$ cat src/rtl/pe_result_collector.sv
// pe_result_collector: buffers last-PE results in a FIFO, counts them against a job total, serves host reads.
// Optional RESULT_RELU_EN: negative pushed words are stored as zero.
module pe_result_collector #(
    parameter int DataWidth   = 32,
    parameter int BufferWidth = 4,
    parameter int BufferSize  = 16,
    parameter int CountWidth  = 16
) (
    input  logic                  clk,
    input  logic                  aclr,
    input  logic                  clk_en,
    input  logic                  Start,
    input  logic [CountWidth-1:0] ExpectCount,
    input  logic [DataWidth-1:0]  O_DataIn,
    input  logic                  O_DataInValid,
    output logic                  O_DataInRdy,
    input  logic                  Rd_Req,
    output logic [DataWidth-1:0]  Rd_Data,
    output logic                  Rd_Valid,
    output logic                  Empty,
    output logic [CountWidth-1:0] Accepted,
    output logic                  Busy,
    output logic                  Done
);
    typedef enum logic [1:0] {IDLE, COLLECT, DRAIN, DONE} state_t;
    state_t                 state_q, state_d;
    logic [BufferWidth-1:0] wp_q, wp_d, rp_q, rp_d;
    logic [BufferWidth:0]   cnt_q, cnt_d;
    logic [CountWidth-1:0]  acc_q, acc_d, exp_q, exp_d;
    logic [DataWidth-1:0]   rd_data_q, rd_data_d, wdata;
    logic                   rd_valid_q, rd_valid_d, full, empty, push, pop;
    logic [DataWidth-1:0]   mem [BufferSize];

    assign full        = cnt_q == (BufferWidth+1)'(BufferSize);
    assign empty       = cnt_q == '0;
    // Rdy ignores Valid so the PE can use it as a lookahead stall; a same-cycle pop never frees a full slot
    assign O_DataInRdy = (state_q == COLLECT) && !full;
    assign push        = O_DataInValid && O_DataInRdy;
    assign pop         = Rd_Req && !empty;
`ifdef RESULT_RELU_EN
    assign wdata = O_DataIn[DataWidth-1] ? '0 : O_DataIn;
`else
    assign wdata = O_DataIn;
`endif

    always_comb begin
        state_d    = state_q;
        exp_d      = exp_q;
        wp_d       = push ? wp_q + 1'b1 : wp_q;
        rp_d       = pop ? rp_q + 1'b1 : rp_q;
        cnt_d      = cnt_q + (BufferWidth+1)'(push) - (BufferWidth+1)'(pop);
        acc_d      = push ? acc_q + 1'b1 : acc_q;
        rd_valid_d = pop;
        rd_data_d  = pop ? mem[rp_q] : rd_data_q;
        case (state_q)
            IDLE: if (Start) begin
                exp_d   = ExpectCount;
                acc_d   = '0;
                state_d = (ExpectCount == '0) ? DONE : COLLECT;
            end
            COLLECT: if (push && acc_d == exp_q) state_d = DRAIN;
            DRAIN:   if (empty && !pop) state_d = DONE;
            DONE:    state_d = IDLE;
        endcase
    end

    always_ff @(posedge clk) begin
        if (clk_en) begin
            if (aclr) begin
                state_q    <= IDLE;
                wp_q       <= '0;
                rp_q       <= '0;
                cnt_q      <= '0;
                acc_q      <= '0;
                exp_q      <= '0;
                rd_data_q  <= '0;
                rd_valid_q <= 1'b0;
            end else begin
                state_q    <= state_d;
                wp_q       <= wp_d;
                rp_q       <= rp_d;
                cnt_q      <= cnt_d;
                acc_q      <= acc_d;
                exp_q      <= exp_d;
                rd_data_q  <= rd_data_d;
                rd_valid_q <= rd_valid_d;
            end
        end
    end

    always_ff @(posedge clk) begin
        if (clk_en && push) mem[wp_q] <= wdata;
    end

    assign Rd_Data  = rd_data_q;
    assign Rd_Valid = rd_valid_q;
    assign Empty    = empty;
    assign Accepted = acc_q;
    assign Busy     = state_q != IDLE;
    assign Done     = state_q == DONE;
endmodule

$ cat config.mk
export PLATFORM = sky130hd
export DESIGN_NAME = pe_result_collector
export DESIGN_NICKNAME = d
export VERILOG_FILES = /design/src/rtl/pe_result_collector.sv
export SDC_FILE = /design/constraint.sdc
export NUM_CORES = 1
export LEC_CHECK = 0
export CAP_MARGIN = 20
export CORE_ASPECT_RATIO = 0.7
export CORE_UTILIZATION = 55
export CTS_BUF_LIST = sky130_fd_sc_hd__clkbuf_2
export DETAILED_ROUTE_END_ITERATION = 10
export PLACE_DENSITY = 0.74
export SLEW_MARGIN = 15
export SYNTH_ARGS = -nofsm -noshare
export SYNTH_HDL_FRONTEND = slang
export SYNTH_SLANG_ARGS = --single-unit
$ cat constraint.sdc
create_clock -name clk -period 6.2 [get_ports clk]
set_input_delay 1.86 -clock clk [delete_from_list [all_inputs] [get_ports clk]]
set_output_delay 1.86 -clock clk [all_outputs]
set_load 0.005 [all_outputs]
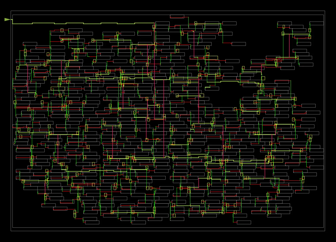
*The clock network*
number of buffers added by the clock tree synthesis step: 136
flop count: 592

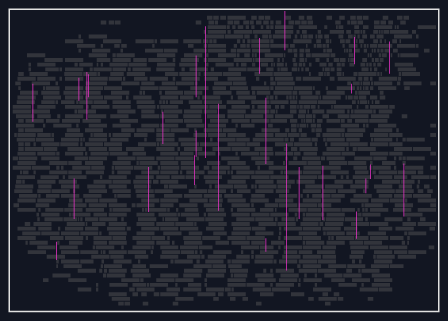
*M4 wires*
longest straight run = 76.2 microns
wire length on this layer = 671 microns
main direction = vertical

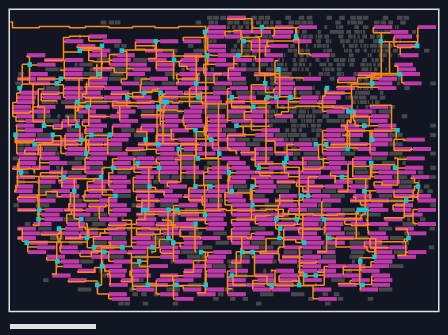
*Clock distribution*
Scale bar: 50 microns.
clock wires -> orange  # length 7070 microns
cells driving clock nets -> cyan  # count 136
flip-flops -> magenta  # count 592
routed clock nets = 137
flops lie = spread over the die
Clk pwr share: 0.325
clock latency at the later pin of the worst-skew pair: 1.06 ns
post-route clock skew: 0.0741 ns
power in the clock group: 2.45 mW

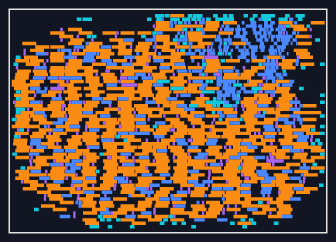
*Placed cells, one colour a class*
clock drivers and dummy loads -> purple  # cells 220, share of their area 4.6%
flip-flops -> orange  # cells 592, share of their area 69%
other buffers and delay cells -> cyan  # cells 138, share of their area 5.5%
all other logic -> blue  # cells 431, share of their area 21%

## path summary, 6_finish.rpt
path / startpoint / to / slack [ns] / depth (start not counted)
min: wp_q[0] / wp_q[0] / 0.69 / 1
max reg2reg: state_q[1] / state_q[1] / 2.70 / 8
min reg2reg: wp_q[0] / wp_q[0] / 0.69 / 1
max: cnt_q[3] / Empty / 1.33 / 5
## kinds of logic (layout without fill, tap and decap cells)
kind of cell,after synthesis,in the layout
other cells,0,1
xor+xnor,40,40
flops,592,592
buf+inv,66,372
simple gates,171,171
mux,161,161
compound gates,28,28
fa+ha+maj,17,17
## routing by layer
layer,up-vias,part of all wire
met5,-,0
met4,0,0.014
met3,64,0.075
met2,473,0.46
met1,6045,0.45
li1,4962,-
==> summary.txt <==
Notes on the physical design

The final-layout setup total negative slack is 0 ns. The share of synthesized area in the top cell type comes to 0.760. The most critical hold endpoint after final layout shows a slack of around 0.69 ns. For this design the static power due to leakage is 8.64 nW.

The largest register by flop count is mem. The maximum clock insertion buffer count is 3. The most used standard cell by instance count after synthesis is sky130_fd_sc_hd__edfxtp_1.

In the finished layout, the clock tree contains a buffer count of 199. The largest combinational cell category by area is multiplexers. In this design, the stage delay of the slowest critical-path cell is 0.72 ns. The post-CTS hold buffer count recorded in the log is 0. about 110 I/O pins were placed. The largest fanout on the critical path is 5. Per the detail_route report, DRC violations left total 0. The top logic cell by instance count in the layout is sky130_fd_sc_hd__edfxtp_1. The flow inserted roughly 540 tap cells. The internal portion of the total power is a little under 6 mW.

The netlist area before placement is about 23000 sq um. The share of post-route cells with drive strength above 1 is 0.311. Power attributed to combinational cells is 0.574 mW. The run finished with clean final reports. The area growth from synthesis to layout is 13.8%. The cell-mix breakdown from Yosys lists the adder-cell area share as 0.00941. The fmax is just over 200 MHz. Once detail routing completed, the nets flagged for antenna violations numbered 0. Measured along the y axis, the die boundary spans 175 microns. The detailed-route wire length per cell is 25.1 microns.

The logic area is between 5000 and 6000 sq um. At the end of the flow, the number of nets in the layout was 1370. The fraction of area in registers is 0.668. For this run, the share of the core covered by cells in the final layout is 0.641.

In this run, the synthesized area fraction spent on AND-OR/OR-AND gates is recorded as 0.00824. In the final layout, the fill cell count is about 2800. The initial antenna violation count is 1.

The netlist uses around 53 different library cells. The number of failing hold endpoints at the final stage is 0. Per the GRT log, the top usage layer is met1. The critical setup path kind is reg2out.

The share of total power dissipated in combinational logic is 0.076. The power per unit of standard cell area is 283 nW/um^2. The via count of the first global-routing pass is between 10000 and 15000. Among the stages of the critical path, the cell type that occurs most often is sky130_fd_sc_hd__inv_1.

Of the total power, the share spent switching nets is 0.234. Of all power groups, the one with the highest power is sequential cells. Setup repair after global routing left no endpoint under its margin.

The number of setup violations in the final report is 0. The die is ~250 microns wide. The cell-mix breakdown from Yosys lists the simple-gate area share as 0.0408. The chip occupies 43400 sq um. Post-synthesis, Yosys gives the total cell area as between 20000 and 25000 sq um. The count of cells resized by post-cts repair is 0. Per the CTS log, the root buffer master is sky130_fd_sc_hd__clkbuf_2. The routed design shows a via density per instance of ~6.

The core region is 41500 sq um. In this run, the number of DRC markers left after iteration 0 of detailed routing was 1203. The critical path's slowest stage uses the library cell sky130_fd_sc_hd__or4b_2.

For the worst setup path, the data required time is 4.34 ns. Of the total synthesized cell area, the portion taken by XOR and XNOR cells is 0.0163. Across all setup checks in the final design, the least slack found is 1.33 ns. The synthesis warning total is 0. The overall power of the completed layout is 7.53 mW. The deepest level of the CTS H-tree is 4. The wire length of the first global-routing pass is 73.5 mm. Prior to clock tree synthesis, the placed netlist has a worst setup slack of 1.22 ns. The sum of buffers and inverters on the critical path is 3. STA classifies the critical path endpoint as a primary output. The count of cells in the finished layout, fillers not included, comes to 1926. In the global route stage, met1 resource usage came out at 0.349. The global route total overflow is 0. The logic share of the area is 0.205. The final timing report lists a max-slew violation count of 0. Counting I/O delays and the setup requirement, the final critical path takes 4.87 ns. The main area contributors are sky130_fd_sc_hd__edfxtp_1 (76%), sky130_fd_sc_hd__mux4_2 (15%), sky130_fd_sc_hd__and2_1 (0.91%). The via count of the routed design is 11500. Leaving out fill and tap cells, the most frequent cells in the layout are sky130_fd_sc_hd__edfxtp_1 (592), sky130_fd_sc_hd__clkbuf_2 (199), sky130_fd_sc_hd__mux4_2 (160). Per Yosys stat, the portion of area used by sequential elements is 0.760. For this run, combinational gates with multiple inputs come to about 420. The total instance count after detailed placement is between 1500 and 2000. The TritonCTS clock tree is built.
Power figures rest on the tool's default switching activity, not on a simulated workload.
